Layout detail:
Bar = 10 um. Window x 149 to 189, y 36 to 76 um. Cells in grey, sequential cells in the stronger grey; small squares are vias.
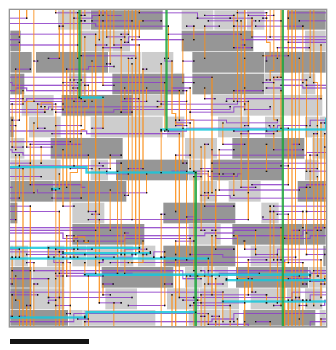
Met3 routing:
Bar = 50 um.
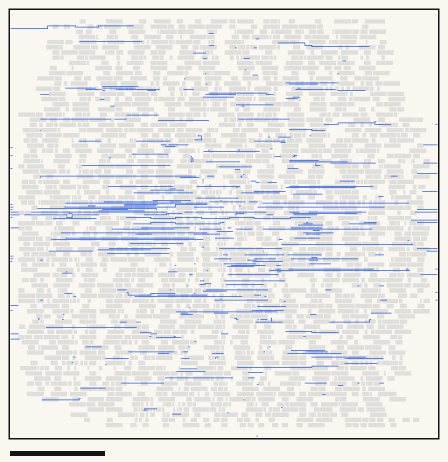
Routing congestion map:
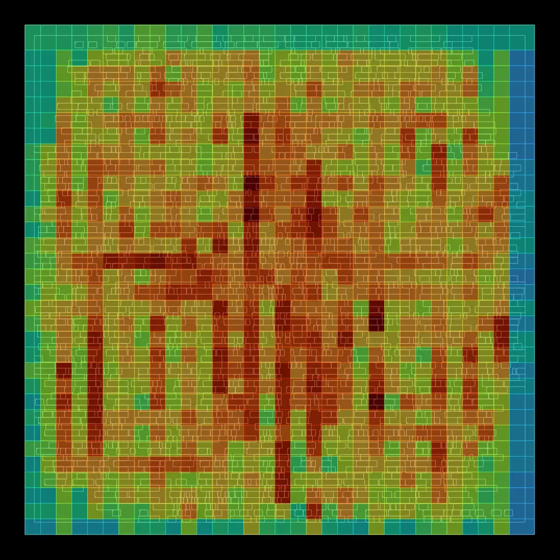
Selected gate families:
Bar = 50 um.
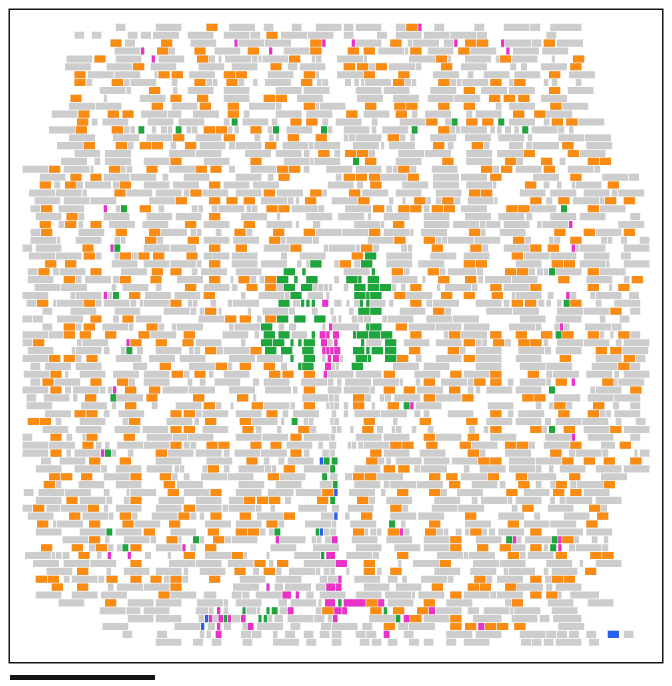
The metal 1 layer:
Bar = 50 um. Supply wires on this layer in grey.
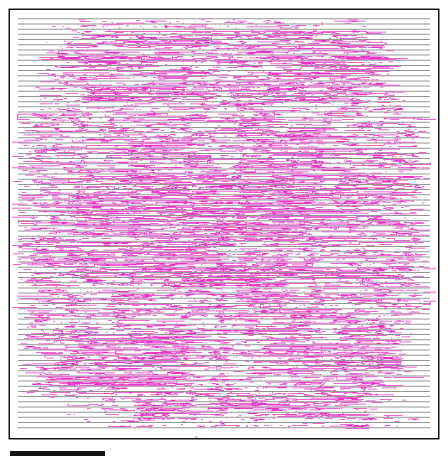
**config.mk**
```make
export PLATFORM = sky130hd
export DESIGN_NAME = cfs_apb_slave_mem
export DESIGN_NICKNAME = d
export VERILOG_FILES = /design/src/rtl/cfs_apb_pkg.sv /design/src/rtl/cfs_apb_slave_regfile.sv /design/src/rtl/cfs_apb_slave_mem.sv
export SDC_FILE = /design/constraint.sdc
export NUM_CORES = 1
export LEC_CHECK = 0
export CAP_MARGIN = 30
export CORE_MARGIN = 4
export CORE_UTILIZATION = 55
export CTS_CLUSTER_SIZE = 12
export DETAILED_ROUTE_END_ITERATION = 6
export GPL_TIMING_DRIVEN = 0
export MAX_ROUTING_LAYER = met4
export PLACE_DENSITY_LB_ADDON = 0.1
export SETUP_SLACK_MARGIN = 0.4
export SLEW_MARGIN = 10
export SYNTH_ARGS = -nofsm -noshare
export SYNTH_HDL_FRONTEND = slang
export SYNTH_SLANG_ARGS = --single-unit
```
**constraint.sdc**
```tcl
create_clock -name pclk -period 27.3 [get_ports pclk]
set_input_delay 5.46 -clock pclk [delete_from_list [all_inputs] [get_ports pclk]]
set_output_delay 5.46 -clock pclk [all_outputs]
set_load 0.02 [all_outputs]
```
**src/rtl/cfs_apb_pkg.sv**
```systemverilog
// Shared types and sizing helpers for the cfs APB completer and its storage.
package cfs_apb_pkg;

  // Widest data and address buses the completer is built for.
  localparam int CFS_APB_MAX_DATA_W = 32;
  localparam int CFS_APB_MAX_ADDR_W = 32;

  typedef enum logic [1:0] {
    ST_IDLE   = 2'd0,
    ST_ACCESS = 2'd1,
    ST_DONE   = 2'd2
  } apb_state_e;

  typedef enum logic {
    RESP_OKAY   = 1'b0,
    RESP_SLVERR = 1'b1
  } apb_resp_e;

  // Derived sizes. Callers turn these into their own localparams, because a
  // package cannot see a module's parameters:
  //   STRB_W = DATA_WIDTH/8, IDX_W = $clog2(DEPTH), OFF_W = $clog2(STRB_W).
  function automatic int cfs_strb_w(input int data_w);
    return data_w / 8;
  endfunction

  function automatic int cfs_idx_w(input int depth);
    return $clog2(depth);
  endfunction

  function automatic int cfs_off_w(input int data_w);
    return $clog2(data_w / 8);
  endfunction

endpackage

```
**src/rtl/cfs_apb_slave_regfile.sv**
```systemverilog
// Word storage for the APB completer: byte-enable write port, one combinational
// read port, every word cleared by the asynchronous reset.
module cfs_apb_slave_regfile
  import cfs_apb_pkg::*;
#(
  parameter int DATA_WIDTH = 32,
  parameter int DEPTH      = 16
) (
  input  logic                              clk,
  input  logic                              rst,
  input  logic                              we,
  input  logic [cfs_idx_w(DEPTH)-1:0]       waddr,
  input  logic [DATA_WIDTH-1:0]             wdata,
  input  logic [cfs_strb_w(DATA_WIDTH)-1:0] wstrb,
  input  logic [cfs_idx_w(DEPTH)-1:0]       raddr,
  output logic [DATA_WIDTH-1:0]             rdata
);

  localparam int STRB_W = cfs_strb_w(DATA_WIDTH);

  logic [DATA_WIDTH-1:0] mem_q [DEPTH];
  logic [DATA_WIDTH-1:0] mem_d [DEPTH];

  // Next memory image: only the strobed byte lanes of the addressed word move.
  always_comb begin
    mem_d = mem_q;
    if (we) begin
      for (int b = 0; b < STRB_W; b++) begin
        if (wstrb[b]) begin
          mem_d[waddr][8*b +: 8] = wdata[8*b +: 8];
        end
      end
    end
  end

  // Storage flops, cleared immediately on reset.
  always_ff @(posedge clk or posedge rst) begin
    if (rst) begin
      for (int i = 0; i < DEPTH; i++) begin
        mem_q[i] <= '0;
      end
    end else begin
      for (int i = 0; i < DEPTH; i++) begin
        mem_q[i] <= mem_d[i];
      end
    end
  end

  assign rdata = mem_q[raddr];

endmodule

```
**src/rtl/cfs_apb_slave_mem.sv**
```systemverilog
// APB4 completer backed by a byte-writable word memory, with programmable
// wait states, address-error response and protocol-abort detection.
//
//   state     | meaning
//   ----------+---------------------------------------------------------------
//   ST_IDLE   | no transfer; a setup phase latches the request and wait count
//   ST_ACCESS | counting wait states; bus must hold psel & penable or it aborts
//   ST_DONE   | pready high; the transfer completes (write lands) on this edge
//
// A zero-wait transfer goes from ST_IDLE straight to ST_DONE. With registered
// outputs, that is the only way pready can be high in the cycle right after
// setup.
module cfs_apb_slave_mem
  import cfs_apb_pkg::*;
#(
  parameter int DATA_WIDTH = 32,
  parameter int ADDR_WIDTH = 16,
  parameter int DEPTH      = 16,
  parameter int WAIT_W     = 4
) (
  input  logic                              pclk,
  input  logic                              preset,
  input  logic                              psel,
  input  logic                              penable,
  input  logic                              pwrite,
  input  logic [ADDR_WIDTH-1:0]             paddr,
  input  logic [DATA_WIDTH-1:0]             pwdata,
  input  logic [cfs_strb_w(DATA_WIDTH)-1:0] pstrb,
  output logic                              pready,
  output logic [DATA_WIDTH-1:0]             prdata,
  output logic                              pslverr,
  input  logic [WAIT_W-1:0]                 wait_cfg,
  output logic                              proto_err
);

  localparam int STRB_W = cfs_strb_w(DATA_WIDTH);
  localparam int IDX_W  = cfs_idx_w(DEPTH);
  localparam int OFF_W  = cfs_off_w(DATA_WIDTH);

  apb_state_e            state_q, state_d;
  logic [WAIT_W-1:0]     cnt_q, cnt_d;
  logic [ADDR_WIDTH-1:0] addr_q, addr_d;
  logic                  write_q, write_d;
  logic [DATA_WIDTH-1:0] wdata_q, wdata_d;
  logic [STRB_W-1:0]     strb_q, strb_d;
  logic                  pready_q, pready_d;
  logic                  pslverr_q, pslverr_d;
  logic [DATA_WIDTH-1:0] prdata_q, prdata_d;
  logic                  proto_err_q, proto_err_d;

  logic [ADDR_WIDTH-1:0] dec_addr;
  logic                  cur_write;
  logic [IDX_W-1:0]      dec_idx;
  logic                  dec_err;
  logic                  finish;
  apb_resp_e             resp;
  logic [DATA_WIDTH-1:0] rd_data;
  logic                  mem_we;

  // In IDLE the live bus is decoded so a zero-wait access can respond at once;
  // afterwards only the latched request is used.
  always_comb begin
    dec_addr  = (state_q == ST_IDLE) ? paddr  : addr_q;
    cur_write = (state_q == ST_IDLE) ? pwrite : write_q;
    dec_idx   = IDX_W'(dec_addr >> OFF_W);
    dec_err   = ((dec_addr & ADDR_WIDTH'(STRB_W - 1)) != '0) ||
                ((dec_addr >> (OFF_W + IDX_W)) != '0);
    resp      = dec_err ? RESP_SLVERR : RESP_OKAY;
    mem_we    = (state_q == ST_DONE) && write_q && !dec_err;
  end

  // Next-state, wait-counter and response logic.
  always_comb begin
    state_d     = state_q;
    cnt_d       = cnt_q;
    addr_d      = addr_q;
    write_d     = write_q;
    wdata_d     = wdata_q;
    strb_d      = strb_q;
    pready_d    = 1'b0;
    pslverr_d   = 1'b0;
    prdata_d    = '0;
    proto_err_d = 1'b0;
    finish      = 1'b0;

    case (state_q)
      ST_IDLE: begin
        if (psel && !penable) begin
          addr_d  = paddr;
          write_d = pwrite;
          wdata_d = pwdata;
          strb_d  = pstrb;
          cnt_d   = wait_cfg;
          if (wait_cfg == '0) begin
            finish = 1'b1;
          end else begin
            state_d = ST_ACCESS;
          end
        end
      end
      ST_ACCESS: begin
        if (!(psel && penable)) begin
          proto_err_d = 1'b1;
          cnt_d       = '0;
          state_d     = ST_IDLE;
        end else if (cnt_q <= WAIT_W'(1)) begin
          // Terminal count: this edge raises pready for the last cycle.
          finish = 1'b1;
        end else begin
          cnt_d = cnt_q - WAIT_W'(1);
        end
      end
      ST_DONE: begin
        state_d = ST_IDLE;
      end
      default: begin
        state_d = ST_IDLE;
      end
    endcase

    if (finish) begin
      state_d   = ST_DONE;
      cnt_d     = '0;
      pready_d  = 1'b1;
      pslverr_d = (resp == RESP_SLVERR);
      prdata_d  = (!cur_write && !dec_err) ? rd_data : '0;
    end
  end

  // FSM, latched request and registered outputs.
  always_ff @(posedge pclk or posedge preset) begin
    if (preset) begin
      state_q     <= ST_IDLE;
      cnt_q       <= '0;
      addr_q      <= '0;
      write_q     <= 1'b0;
      wdata_q     <= '0;
      strb_q      <= '0;
      pready_q    <= 1'b0;
      pslverr_q   <= 1'b0;
      prdata_q    <= '0;
      proto_err_q <= 1'b0;
    end else begin
      state_q     <= state_d;
      cnt_q       <= cnt_d;
      addr_q      <= addr_d;
      write_q     <= write_d;
      wdata_q     <= wdata_d;
      strb_q      <= strb_d;
      pready_q    <= pready_d;
      pslverr_q   <= pslverr_d;
      prdata_q    <= prdata_d;
      proto_err_q <= proto_err_d;
    end
  end

  cfs_apb_slave_regfile #(
    .DATA_WIDTH (DATA_WIDTH),
    .DEPTH      (DEPTH)
  ) u_regfile (
    .clk   (pclk),
    .rst   (preset),
    .we    (mem_we),
    .waddr (dec_idx),
    .wdata (wdata_q),
    .wstrb (strb_q),
    .raddr (dec_idx),
    .rdata (rd_data)
  );

  assign pready    = pready_q;
  assign pslverr   = pslverr_q;
  assign prdata    = prdata_q;
  assign proto_err = proto_err_q;

endmodule

```
==> notes.md <==
The synthesis and place-and-route flow finished, so here is a summary.

The cell area that synthesis handed to floorplanning was roughly 26,000 um^2. The post-layout utilization of the core is 0.636. In this run, synthesis inferred 0 flip-flops with an integrated enable. The clock network consumes a total of 0.785 mW. In this run the remaining antenna-violating nets after routing total 0. The path type of the worst min-delay path is register to register. The width of the chip is 225 um. Traced cell by cell, the critical path runs through clkdlybuf4s50_1 > nor4b_1 > a31oi_1 > clkbuf_1 > buf_2 > o22ai_1 > o21ai_0 > nand4_1 > nor2_1. Setup repair after global routing left no endpoint under its margin. The depth of the worst hold-timing path came out at 1. The share of the core filled by cells before placement came out at 0.556. The timing report gives the biggest stage delay along the critical path as approximately 0.55 ns. Hold repair after CTS inserted 0 buffers.

The final clock skew came out at 0.0122 ns. The startpoint identified for the worst hold timing path is u_regfile.mem_q[470]$_DFFE_PP0P_. Counting tap cells, the placed design contains a total of approximately 2,600 instances. The ratio of total power to cell area came out at just under 70 nW/um^2. The skew report gives the latency at the later pin of the worst-skew pair as between 0.6 and 0.7 ns.

The launch point of the worst reg-to-reg path is state_q[0]$_DFFE_PP0P_. Non-clock buffers in the final layout number ~230. The switching share of power came out at 0.277. Buffers inserted during clock tree synthesis total 61. At the end of the flow, the number of nets in the layout was 2,147. Per the synthesis report, the XOR/XNOR share of the synthesized area is 0.000677.

The run finished with clean final reports. The register with the most flip-flops in the layout has 512 of them. The combinational power reported by the tool is 0.299 mW. The y dimension of the die came out at 225 um. The total setup buffers inserted after CTS came out at 0. Per the power-grid run, VDD falls by no more than 64.0 uV. The final cell area excluding filler cells came out at 29,600 um^2. approximately 1,200 cells are multi-input combinational gates. The area of the die came out at 50,600 um^2. The layout has 85 clock buffers.

The number of DRC markers after the initial detailed-route iteration came out at between 1,000 and 1,500. At the end of routability-driven placement, the weighted congestion stood at a little under 0.9. According to the timing report, the data required time at the worst endpoint equals 27.84 ns. The number of antenna violations at the first check in global routing is 0. The final global-route overflow total came out at 0. Among the non-sequential cells, multiplexers take the most area.

The final critical path time including I/O delays and setup came out at roughly 8 ns. Entering global routing, the biggest net connects 117 pins. The share of total power dissipated in combinational logic is 0.147.

The post-CTS resize count is 0. The share of flip-flops with an asynchronous set or reset is 1.00. The critical path depth is 9.

The post-synthesis share of cell area spent on full adders, half adders and majority gates is 0.000967.
Back to the opening pictures, 'layout detail':
Green stands for metal 4. Purple stands for metal 1. Orange stands for metal 2. Cyan stands for metal 3.
Sequential cells in the window: 23. 79 logic cells have their middle in the window. Most frequent: dfrtp_1 (23), mux2_2 (22), o22ai_1 (13). Netlist names of flops here include u_regfile.mem_q (23).

Back to the opening pictures, 'met3 routing':
The layer carries 4,430 um of wire. The longest straight run is 81.9 um. 178 nets have wire on it. The wires run mostly horizontal.
total wirelength of the detailed-routed design: 71.9 mm
GR met3 Demand/Resource: 0.0491

Back to the opening pictures, 'routing congestion map':
met2 routing resource usage after global routing: 0.455
total routing usage reported by global routing: 0.294
busiest grt layer: met2
wire length per cell: 26.4 um

Back to the opening pictures, 'selected gate families':
Green stands for nand cells, cells 113, most used nand2_4. Orange stands for mux cells, cells 563, most used mux2_2, where all over the die. Blue stands for inv cells, cells 7, most used inv_1, where south. Magenta stands for nor cells, cells 74, most used nor2_1, where all over the die.
most frequent standard cell in the layout excluding fill and tap cells: dfrtp_1
multi-input gate share of total cell area: 0.340
Non-Filler Instances: 2,721

Back to the opening pictures, 'the metal 1 layer':
The layer holds 42% of the routed length. The wires run mostly horizontal. The layer carries 30.5 mm of wire.
global-route track usage on met1: 0.393
via count of the routed design: 17,200

Power figures rest on the tool's default switching activity, not on a simulated workload.
